**src/rtl/pll_lock_supervisor.sv**
```systemverilog
// PLL lock supervisor: pulses PLL reset, waits for a synchronized stable lock, then releases downstream reset.
// Outputs registered, one cycle after the deciding edge; no backpressure, restart is a single-cycle request.
module pll_lock_supervisor #(
  parameter int RST_CYCLES     = 16,
  parameter int STABLE_CYCLES  = 1024,
  parameter int TIMEOUT_CYCLES = 65536,
  parameter int MAX_RETRIES    = 3
) (
  input  logic       clock,
  input  logic       reset_n,
  input  logic       pll_locked,
  input  logic       restart,
  output logic       pll_rst,
  output logic       sys_reset,
  output logic       ready,
  output logic       fail,
  output logic [1:0] retries,
  output logic [2:0] state
);

  localparam int MAX_A = (RST_CYCLES > STABLE_CYCLES) ? RST_CYCLES : STABLE_CYCLES;
  localparam int MAX_C = (MAX_A > TIMEOUT_CYCLES) ? MAX_A : TIMEOUT_CYCLES;
  localparam int CW    = $clog2(MAX_C + 1);

  localparam logic [CW-1:0] RST_LD  = CW'(RST_CYCLES);
  localparam logic [CW-1:0] STB_LD  = CW'(STABLE_CYCLES);
  localparam logic [CW-1:0] TMO_LD  = CW'(TIMEOUT_CYCLES);
  localparam logic [CW-1:0] ONE     = CW'(1);
  localparam logic [1:0]    MAX_RET = 2'(MAX_RETRIES);

  typedef enum logic [2:0] {
    ST_PLLRST    = 3'd0,
    ST_WAIT_LOCK = 3'd1,
    ST_STABILIZE = 3'd2,
    ST_RUN       = 3'd3,
    ST_FAIL      = 3'd4
  } state_t;

  // Output bits are {pll_rst, sys_reset, ready, fail} for the state being entered.
  function automatic logic [3:0] decode(input state_t s);
    case (s)
      ST_PLLRST: return 4'b1100;
      ST_RUN:    return 4'b0010;
      ST_FAIL:   return 4'b0101;
      default:   return 4'b0100;
    endcase
  endfunction

  state_t        st;
  logic [CW-1:0] cnt;
  logic          sync_q1;
  logic          sync_q2;
  logic [3:0]    outs;

  always_ff @(posedge clock or negedge reset_n) begin
    if (!reset_n) begin
      sync_q1 <= 1'b0;
      sync_q2 <= 1'b0;
      st      <= ST_PLLRST;
      cnt     <= RST_LD;
      retries <= 2'd0;
      outs    <= decode(ST_PLLRST);
    end else begin
      sync_q1 <= pll_locked;
      sync_q2 <= sync_q1;
      if (restart) begin
        st      <= ST_PLLRST;
        cnt     <= RST_LD;
        retries <= 2'd0;
        outs    <= decode(ST_PLLRST);
      end else begin
        case (st)
          ST_PLLRST: begin
            if (cnt == ONE) begin
              st   <= ST_WAIT_LOCK;
              cnt  <= TMO_LD;
              outs <= decode(ST_WAIT_LOCK);
            end else begin
              cnt <= cnt - ONE;
            end
          end
          ST_WAIT_LOCK: begin
            // A lock seen on the last timeout cycle still wins over the timeout.
            if (sync_q2) begin
              st   <= ST_STABILIZE;
              cnt  <= STB_LD;
              outs <= decode(ST_STABILIZE);
            end else if (cnt == ONE) begin
              if (retries < MAX_RET) begin
                retries <= retries + 2'd1;
                st      <= ST_PLLRST;
                cnt     <= RST_LD;
                outs    <= decode(ST_PLLRST);
              end else begin
                st   <= ST_FAIL;
                outs <= decode(ST_FAIL);
              end
            end else begin
              cnt <= cnt - ONE;
            end
          end
          ST_STABILIZE: begin
            if (!sync_q2) begin
              st   <= ST_WAIT_LOCK;
              cnt  <= TMO_LD;
              outs <= decode(ST_WAIT_LOCK);
            end else if (cnt == ONE) begin
              st      <= ST_RUN;
              retries <= 2'd0;
              outs    <= decode(ST_RUN);
            end else begin
              cnt <= cnt - ONE;
            end
          end
          ST_RUN: begin
            if (!sync_q2) begin
              st   <= ST_PLLRST;
              cnt  <= RST_LD;
              outs <= decode(ST_PLLRST);
            end
          end
          ST_FAIL: begin
          end
          default: begin
            st   <= ST_PLLRST;
            cnt  <= RST_LD;
            outs <= decode(ST_PLLRST);
          end
        endcase
      end
    end
  end

  assign {pll_rst, sys_reset, ready, fail} = outs;
  assign state = st;

endmodule

```
**config.mk**
```make
export PLATFORM = sky130hd
export DESIGN_NAME = pll_lock_supervisor
export DESIGN_NICKNAME = d
export VERILOG_FILES = /design/src/rtl/pll_lock_supervisor.sv
export SDC_FILE = /design/constraint.sdc
export NUM_CORES = 1
export LEC_CHECK = 0
export CAP_MARGIN = 0
export CORE_AREA = 5 5 62 64
export CTS_CLUSTER_DIAMETER = 80
export DETAILED_ROUTE_END_ITERATION = 10
export DIE_AREA = 0 0 67 69
export PLACE_DENSITY = 0.78
export SYNTH_ARGS = -nofsm -noshare
export SYNTH_HDL_FRONTEND = slang
export SYNTH_SLANG_ARGS = --single-unit
export TNS_END_PERCENT = 20
```
**constraint.sdc**
```tcl
create_clock -name clock -period 5.9 [get_ports clock]
set_clock_uncertainty 0.15 [all_clocks]
set_input_delay 1.18 -clock clock [delete_from_list [all_inputs] [get_ports clock]]
set_output_delay 1.18 -clock clock [all_outputs]
set_load 0.02 [all_outputs]
```
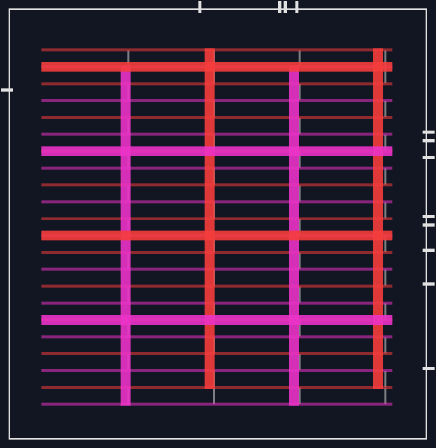
Fig. 1. Supply network.
Pins as bars on the die edge. Tap cells in gray.
[VSS] magenta
[VDD] red
met5 straps: 4
met1 rails: 22
rows: 21

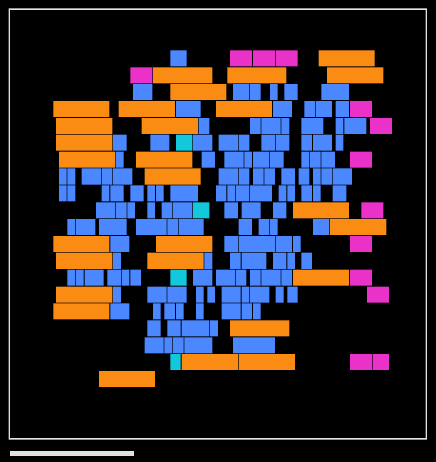
Fig. 2. Cells colored by class.
The bar under the picture is 20 um long.
[all other logic] blue | cells: 139 | share of their area: 52%
[clock drivers and dummy loads] cyan | cells: 4 | share of their area: 1.6%
[flops] orange | cells: 27 | share of their area: 39%
[other buffers and delay cells] magenta | cells: 13 | share of their area: 7.4%
core footprint: 3230 sq um
final instance area: 1790 sq um
FP Rows: 21

==> results.toml <==
# synthesis and place-and-route metrics
[worst_setup_path]
r2r_cells = 6
crit_path_cell_trace = "clkdlybuf4s50_1, nor2_1, a41oi_2, o21ai_0, a21oi_2, nor2_1"
startpoint = "restart"
worst-path-stages = 6
cp_slowest_stage_delay_ps = 610
cp_data_required_time_ps = 5950
endpoint = "cnt[6]$_DFFE_PN0P_"
end_kind = "flop"
reg2reg_to = "cnt[6]$_DFFE_PN0P_"
crit_fanout = 14
slowest_stage = "clkdlybuf4s50_1"

[clock_network]
cts-root-buf = "clkbuf_4"
cts_resized = 0
clk_latency_ps = 330
ctsHoldBuffers = 0

[layout]
finish.utilization = 0.553
layout_top_cells = "nor2_1, dfrtp_1, xor2_1, clkdlybuf4s50_1, nand2_1"
area_growth_pct = 10.7
nFillCells = 291
multi_input_comb_cells = 134
num-clock-buffers = 3
inv_count = 5
largest_register_ff_count = 17
finalNonFillerCells = 229
n_all_buffers = 13
comb_area_share = 0.491
combGateArea_sq_um = 877
clkCellAreaFrac = 0.0154
lay_top_count = "nor2_1"
largestRegisters = "cnt x17, outs x4"

[place]
place_congestion = 0.803
port_buffers = 12
place_ws_ps = 2320
dp.cells = 225
place_area_sq_um = 1760

[yosys]
synth.yosys.seq_area_share = 0.421
synthesis.nets = 181
synth-edff-count = 0
post_synth_num_cell_types = 55
netlist_top_cells_count = "nor2_1, dfrtp_1, xor2_1, nand2_1, nand3_1"
topCellsByArea = "dfrtp_1, xor2_1, nor2_1"
ys_sh_xor = 0.0813
synthSimpleGateAreaFrac = 0.284
syn_avg_cell_area_sq_um = 9.28
yosys.area.top_type = "dfrtp_1"
ys_area_sq_um = 1620
ys.flop_type = "dfrtp_1"

[global_route]
grt_use_met1 = 0.205
use_met2 = 0.243
grt_max_degree = 28
overflow = 0
grt_first_pass_wirelength_um = 5660
grt_use_met3 = 0.0308

[pwr]
clk-power_mw = 0.0800
seq_power_mw = 0.280
comb_power_mw = 0.284
p_seq_frac = 0.435
intPower_mw = 0.377
swShare = 0.414
pwr-share-clk = 0.124
ir_worst_vdd_v = 0.000190
p_sw_mw = 0.267
comb_power_share = 0.441

[sta]
rsz0062_at_grt = "no"
fin_tns_setup_ps = 0
max_clock_freq_mhz = 310
slew_headroom = 0.540
finalSetupViolations = 0
maxSlewViolCount = 0
fin_crit_ps = 3220

[route]
wl_met3_um = 156
antenna_left = 0
post-route-drc-count = 0
drt_wl_total_um = 3370
detail_route.wl_per_cell_um = 14.7
top_layer = "met4"
wl_met1_um = 1500

[die]
pin_count = 13
die_area_sq_um = 4620
initial_utilization = 0.500

[worst_hold_path]
hold_path_class = "flop to flop"
hold_end = "sync_q2$_DFF_PN0_"
hp-start = "sync_q1$_DFF_PN0_"

[outcome]
status = "finished, final reports clean"

[run]
tool_warnings = 27
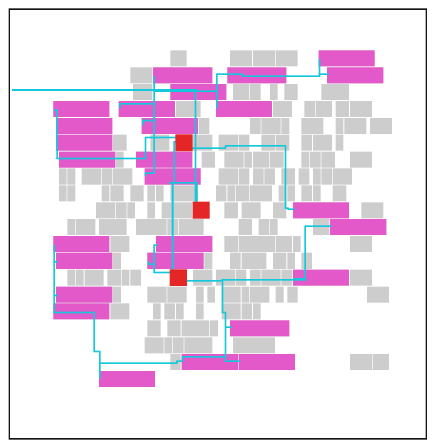
Fig. 3. Clock distribution.
[cells driving clock nets] red | count: 3
[flip-flops] magenta | count: 27
[clock wires] cyan | length: 318 um
routed clock nets: 4

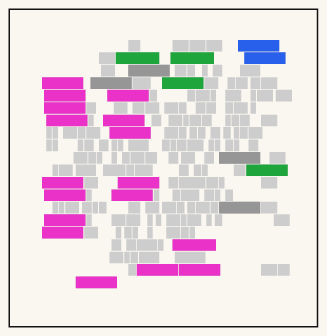
Fig. 4. Sequential cells colored by netlist name.
Other sequential cells in the stronger gray, the rest of the logic in the fainter gray.
[retries] blue | flops: 2
[outs] green | flops: 4 | where: top center
[cnt] magenta | flops: 17

Power figures rest on the tool's default switching activity, not on a simulated workload.
